### config.mk
export PLATFORM = sky130hd
export DESIGN_NAME = memory_loader_flat
export DESIGN_NICKNAME = d
export VERILOG_FILES = /design/src/rtl/memory_loader_pkg.sv /design/src/rtl/memory_loader_if.sv /design/src/rtl/memory_loader_ctrl.sv /design/src/rtl/memory_loader.sv /design/src/flat_wrapper.sv
export SDC_FILE = /design/constraint.sdc
export NUM_CORES = 1
export LEC_CHECK = 0
export ABC_AREA = 0
export CORE_MARGIN = 8
export CORE_UTILIZATION = 53
export DETAILED_ROUTE_END_ITERATION = 10
export HOLD_SLACK_MARGIN = 0.05
export PLACE_DENSITY = 0.92
export SLEW_MARGIN = 25
export SYNTH_ARGS = -nofsm -noshare
export SYNTH_HDL_FRONTEND = slang
export SYNTH_HIERARCHICAL = 1
export SYNTH_SLANG_ARGS = --single-unit
### constraint.sdc
create_clock -name clk -period 3.4 [get_ports clk]
set_input_delay 0.68 -clock clk [delete_from_list [all_inputs] [get_ports clk]]
set_output_delay 0.68 -clock clk [all_outputs]
set_load 0.02 [all_outputs]
### src/rtl/memory_loader_pkg.sv
// Shared sizing, FSM encoding and fixed-point constants for the memory loader.
package memory_loader_pkg;

    localparam int WIDTH = 5;   // signed element, 3 fractional bits
    localparam int N     = 4;   // vector length, weights are N x N

    typedef enum logic [1:0] {
        IDLE   = 2'd0,
        LOAD_X = 2'd1,
        LOAD_W = 2'd2,
        DONE   = 2'd3
    } state_e;

    localparam logic [WIDTH-1:0] ONE     = 5'b01000;  // +1.0
    localparam logic [WIDTH-1:0] NEG_EPS = 5'b11110;  // -0.25

    // Counter must index N*N weights; keep at least one bit for N = 1.
    function automatic int cnt_w(input int n);
        return (n * n > 1) ? $clog2(n * n) : 1;
    endfunction

endpackage

### src/rtl/memory_loader_if.sv
// Start / data handshake between a producer and the loader.
interface memory_loader_if #(
    parameter int WIDTH = memory_loader_pkg::WIDTH
);
    logic             start;
    logic [WIDTH-1:0] data_in;
    logic             data_valid;
    logic             data_ready;

    modport master (output start, data_in, data_valid, input data_ready);
    modport slave  (input start, data_in, data_valid, output data_ready);
endinterface

### src/rtl/memory_loader_ctrl.sv
// Load sequencer: walks X then W element by element, one per accepted transfer.
module loader_ctrl
    import memory_loader_pkg::*;
#(
    parameter int N  = memory_loader_pkg::N,
    parameter int CW = cnt_w(N)
) (
    input  logic          clk,
    input  logic          rst,
    input  logic          start_i,
    input  logic          valid_i,
    output logic          ready_o,
    output logic          busy_o,
    output logic          loaded_o,
    output logic          wr_x_o,
    output logic          wr_w_o,
    output logic [CW-1:0] cnt_o
);

    localparam logic [CW-1:0] X_LAST = CW'(N - 1);
    localparam logic [CW-1:0] W_LAST = CW'(N * N - 1);

    state_e        state_q, state_d;
    logic [CW-1:0] cnt_q, cnt_d;
    logic          busy, xfer;

    // State and element counter registers.
    always_ff @(posedge clk) begin
        if (rst) begin
            state_q <= IDLE;
            cnt_q   <= '0;
        end else begin
            state_q <= state_d;
            cnt_q   <= cnt_d;
        end
    end

    // Next state: start only honoured when not busy; counter moves only on a transfer.
    always_comb begin
        state_d = state_q;
        cnt_d   = cnt_q;
        busy    = (state_q == LOAD_X) || (state_q == LOAD_W);
        xfer    = busy && valid_i;
        case (state_q)
            IDLE, DONE: begin
                if (start_i) begin
                    state_d = LOAD_X;
                    cnt_d   = '0;
                end
            end
            LOAD_X: begin
                if (xfer) begin
                    if (cnt_q == X_LAST) begin
                        state_d = LOAD_W;
                        cnt_d   = '0;
                    end else begin
                        cnt_d = cnt_q + 1'b1;
                    end
                end
            end
            LOAD_W: begin
                if (xfer) begin
                    if (cnt_q == W_LAST) begin
                        state_d = DONE;
                        cnt_d   = '0;
                    end else begin
                        cnt_d = cnt_q + 1'b1;
                    end
                end
            end
            default: begin
                state_d = IDLE;
                cnt_d   = '0;
            end
        endcase
    end

    assign busy_o   = busy;
    assign ready_o  = busy;
    assign loaded_o = (state_q == DONE);
    assign wr_x_o   = xfer && (state_q == LOAD_X);
    assign wr_w_o   = xfer && (state_q == LOAD_W);
    assign cnt_o    = cnt_q;

endmodule

### src/rtl/memory_loader.sv
// Streams an input vector X and weight matrix W into register banks.
module memory_loader
    import memory_loader_pkg::*;
#(
    parameter int WIDTH = memory_loader_pkg::WIDTH,
    parameter int N     = memory_loader_pkg::N
) (
    input  logic                     clk,
    input  logic                     rst,
    memory_loader_if.slave           bus,
    output logic [N*WIDTH-1:0]       X_out,
    output logic [N*N*WIDTH-1:0]     W_out,
    output logic                     loaded,
    output logic                     busy
);

    localparam int CW = cnt_w(N);

    logic [N-1:0][WIDTH-1:0]   x_q;
    logic [N*N-1:0][WIDTH-1:0] w_q;
    logic                      wr_x, wr_w;
    logic [CW-1:0]             cnt;

    loader_ctrl #(.N(N), .CW(CW)) u_ctrl (
        .clk      (clk),
        .rst      (rst),
        .start_i  (bus.start),
        .valid_i  (bus.data_valid),
        .ready_o  (bus.data_ready),
        .busy_o   (busy),
        .loaded_o (loaded),
        .wr_x_o   (wr_x),
        .wr_w_o   (wr_w),
        .cnt_o    (cnt)
    );

    // Storage banks: only the element addressed by the counter is written on a transfer.
    always_ff @(posedge clk) begin
        if (rst) begin
            x_q <= '0;
            w_q <= '0;
        end else begin
            for (int i = 0; i < N; i++)
                if (wr_x && cnt == CW'(i)) x_q[i] <= bus.data_in;
            for (int j = 0; j < N * N; j++)
                if (wr_w && cnt == CW'(j)) w_q[j] <= bus.data_in;
        end
    end

    assign X_out = x_q;
    assign W_out = w_q;

endmodule

### src/flat_wrapper.sv
// flat-port wrapper written by rule: the top's interface ports become plain ports
module memory_loader_flat import memory_loader_pkg::*;
#(
    parameter int WIDTH = memory_loader_pkg::WIDTH,
    parameter int N     = memory_loader_pkg::N
)
  (clk, rst, X_out, W_out, loaded, busy, bus_start, bus_data_in, bus_data_valid, bus_data_ready);
  memory_loader_if #(.WIDTH(WIDTH)) bus_i ();
  input  logic clk;
  input  logic rst;
  output logic [N*WIDTH-1:0] X_out;
  output logic [N*N*WIDTH-1:0] W_out;
  output logic loaded;
  output logic busy;
  input wire logic [$bits(bus_i.start)-1:0] bus_start;
  input wire logic [$bits(bus_i.data_in)-1:0] bus_data_in;
  input wire logic [$bits(bus_i.data_valid)-1:0] bus_data_valid;
  output wire logic [$bits(bus_i.data_ready)-1:0] bus_data_ready;
  assign bus_i.start = bus_start;
  assign bus_i.data_in = bus_data_in;
  assign bus_i.data_valid = bus_data_valid;
  assign bus_data_ready = bus_i.data_ready;
  memory_loader #(.WIDTH(WIDTH), .N(N)) u_core (.clk(clk), .rst(rst), .bus(bus_i), .X_out(X_out), .W_out(W_out), .loaded(loaded), .busy(busy));
endmodule
==> images/closeup.png <==
The bar under the picture is 5 um long. Region (71, 71) to (91, 91) um. Cells in gray, sequential cells in the stronger gray; small squares are vias.
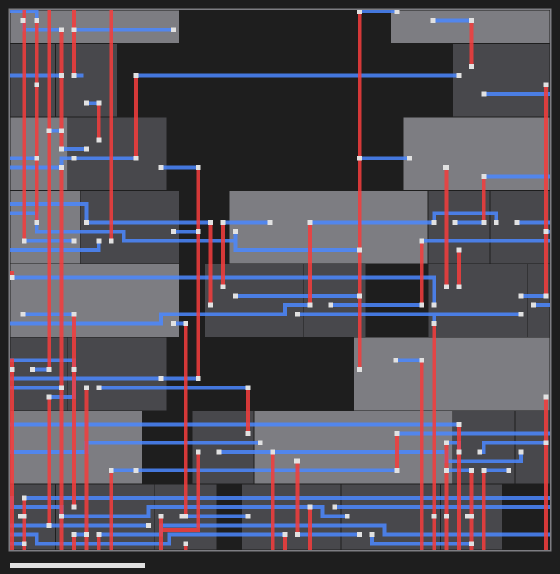
legend:
  M2:
    color: red
  M1:
    color: blue
netlist names of flops here include: u_core/W_out (4), u_core/X_out (2)
sequential cells in the window: 6
cells with their middle in the window: 25
most frequent: nand2b_1 (10), mux2i_1 (8), dfxtp_1 (6)

==> images/route_heat.png <==
21 x 21 tiles, from white (low) to dark blue (high), scaled to the fullest tile. Values are wire area over tile area, all layers added.
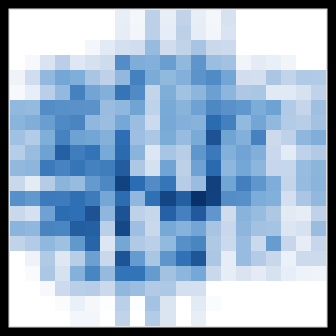
mean over tiles: 0.16
tiles over half the peak: 26%
fullest tile: 0.47

==> flow_summary_export.csv <==
group,metric,value,unit
drt,routed_via_density,5.284,
final_timing,max_slew_margin,42.14,%
clock_tree,postCtsHoldBufs,0,
cells_and_area,finalCoreUtilization,70.48,%
final_timing,worstMarginPinSlew,0.8679,ns
yosys,yosys_warnings,6,
yosys,yosys_cells,412,
power_and_ir_drop,worst_ir_drop_vdd,0.1986,mV
critical_path,cp_max_fanout,5,
final_timing,final_number_of_hold_violating_endpoints,0,
drt,detail_route.first_pass.iterations,4,
clock_tree,cts_made_buffers,9,
global_routing,grt_pass1_wl,18220,um
power_and_ir_drop,power_clock,766,uW
yosys,ys_async_sr_fraction,0,%
cells_and_area,finalNetCount,523,
power_and_ir_drop,comb_power_share,15.7,%
clock_tree,ctsResizeCount,0,
cells_and_area,stdcell_count,619,
final_timing,finalHoldWorstSlack,0.4806,ns
yosys,area_leaders,"sky130_fd_sc_hd__dfxtp_1 48%, sky130_fd_sc_hd__mux2i_1 23%, sky130_fd_sc_hd__nand2b_1 15%",
drt,detail_route.iter0.violations,127,
global_routing,grt_max_degree,60,
die,floorplan.die.height,107.5,um
outcome,result_of_the_run,"complete, no violations",
cells_and_area,drive_gt1_share,8.366,%
die,row_count,33,
die,die_w,107.5,um
power_and_ir_drop,total_leakage_power,2.618,nW
global_routing,grt_pass1_vias,3498,
==> images/congestion_map.png <==
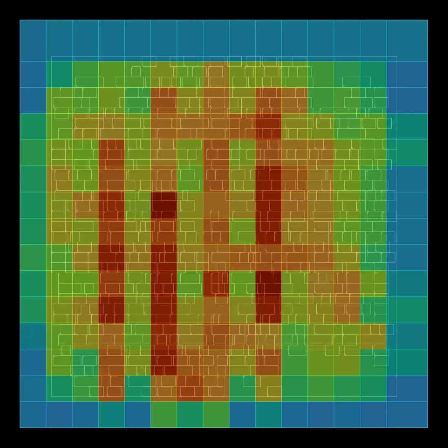
layer with the highest usage after global routing: met2
Wirelength per Cell: 18.53 um

==> images/m1.png <==
The bar under the picture is 20 um long. Cells faint in the background.
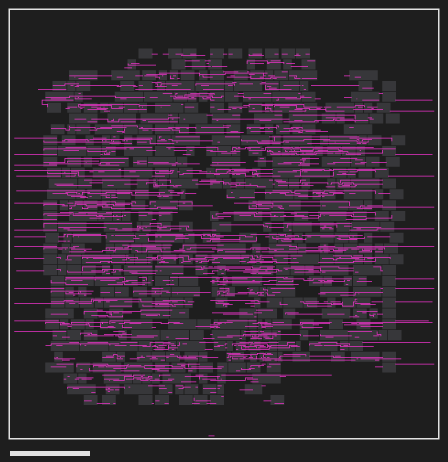
main direction: horizontal
wire length on this layer: 5130 um
share of all routed wire: 45%
nets with wire on the layer: 469
longest straight run: 38.6 um
total wire length: 11470 um
via count: 3271
GR met1 Demand/Resource: 23.71%

-- sequential cells by signal (all words and copies together) (netlist names) --
signal,cells
u_core/u_ctrl/state_q,2
u_core/X_out,20
u_core/u_ctrl/cnt_o,4
u_core/W_out,80
-- area by class of cell --
class                      instances  area [um^2]  area share, %
clock inverter                     5        45.04         0.7818
timing repair buffer             117         1151          19.98
tap                              105        131.4          2.280
sequential                       106         2122          36.83
clock buffer                      11        151.4          2.628
multi-input combinational        270         2142          37.18
inverter                           5        18.77         0.3257
-- worst max-delay path, cell delays in order, from the launching register on --
cell	delay (ns)
sky130_fd_sc_hd__dfxtp_1	0.44
sky130_fd_sc_hd__inv_1	0.07
sky130_fd_sc_hd__ha_1	0.39
sky130_fd_sc_hd__inv_2	0.14
sky130_fd_sc_hd__clkdlybuf4s50_1	0.63
-- path summary, 6_finish.rpt --
kind	startpoint	to	slack [ns]	depth (start not counted)
hold / removal	u_core/W_out[76]$_SDFFE_PP0P_	u_core/W_out[76]$_SDFFE_PP0P_	0.48	2
setup reg to reg	u_core/u_ctrl/state_q[0]$_SDFFE_PP0P_	u_core/u_ctrl/cnt_o[2]$_SDFFE_PP0P_	1.15	6
setup / recovery	u_core/u_ctrl/state_q[0]$_SDFFE_PP0P_	bus_data_ready	0.69	4
hold reg to reg	u_core/W_out[76]$_SDFFE_PP0P_	u_core/W_out[76]$_SDFFE_PP0P_	0.48	2
-- through the flow --
stage	instance area (um^2)	worst slack (ns)	total power [mW]
final	5762	0.6872	2.446
after global routing	5762	0.6132	2.534
after CTS	5762	0.6830	2.453
after detailed placement	5565	0.8796	1.705
after global placement	5565	0.9340	1.690
after floorplan	4437	1.566	1.591
-- layer usage --
layer | global-route usage [%] | vias to the layer above
met5 | 0 | -
met4 | 6.244 | 0
met3 | 5.928 | 11
met2 | 32.54 | 94
met1 | 23.71 | 1598
li1 | - | 1568
-- placed cells by master (no fill, tap or decap), types with 2 or more instances in the layout --
master                            netlist  layout
sky130_fd_sc_hd__nand2_1               11      11
sky130_fd_sc_hd__and2_1                 2       2
sky130_fd_sc_hd__inv_1                  4       4
sky130_fd_sc_hd__nand3_2                5       5
sky130_fd_sc_hd__and3b_1                2       2
sky130_fd_sc_hd__clkdlybuf4s50_1        0     110
sky130_fd_sc_hd__nor2b_1                3       3
sky130_fd_sc_hd__inv_6                  0       2
sky130_fd_sc_hd__nor2_1                 2       2
sky130_fd_sc_hd__mux2i_1              100     100
sky130_fd_sc_hd__dfxtp_1              106     106
sky130_fd_sc_hd__nor3b_2                2       2
sky130_fd_sc_hd__clkbuf_8               0      11
sky130_fd_sc_hd__a21oi_1                3       3
sky130_fd_sc_hd__nand2_2                6       6
sky130_fd_sc_hd__nand3_1                2       2
sky130_fd_sc_hd__nand2b_1             107     107
sky130_fd_sc_hd__nor3_1                 2       2
sky130_fd_sc_hd__buf_4                  3       6
sky130_fd_sc_hd__ha_1                   5       5
-- cell families (layout without fill, tap and decap cells) --
family	after synthesis	in the layout	share of synthesized area (%)
compound gates	12	12	1.889
fa+ha+maj	5	5	1.410
buf+inv	36	138	3.891
flops	106	106	47.83
mux	100	100	22.56
simple gates	153	153	22.42
Power is estimated from default activity; no workload was simulated.
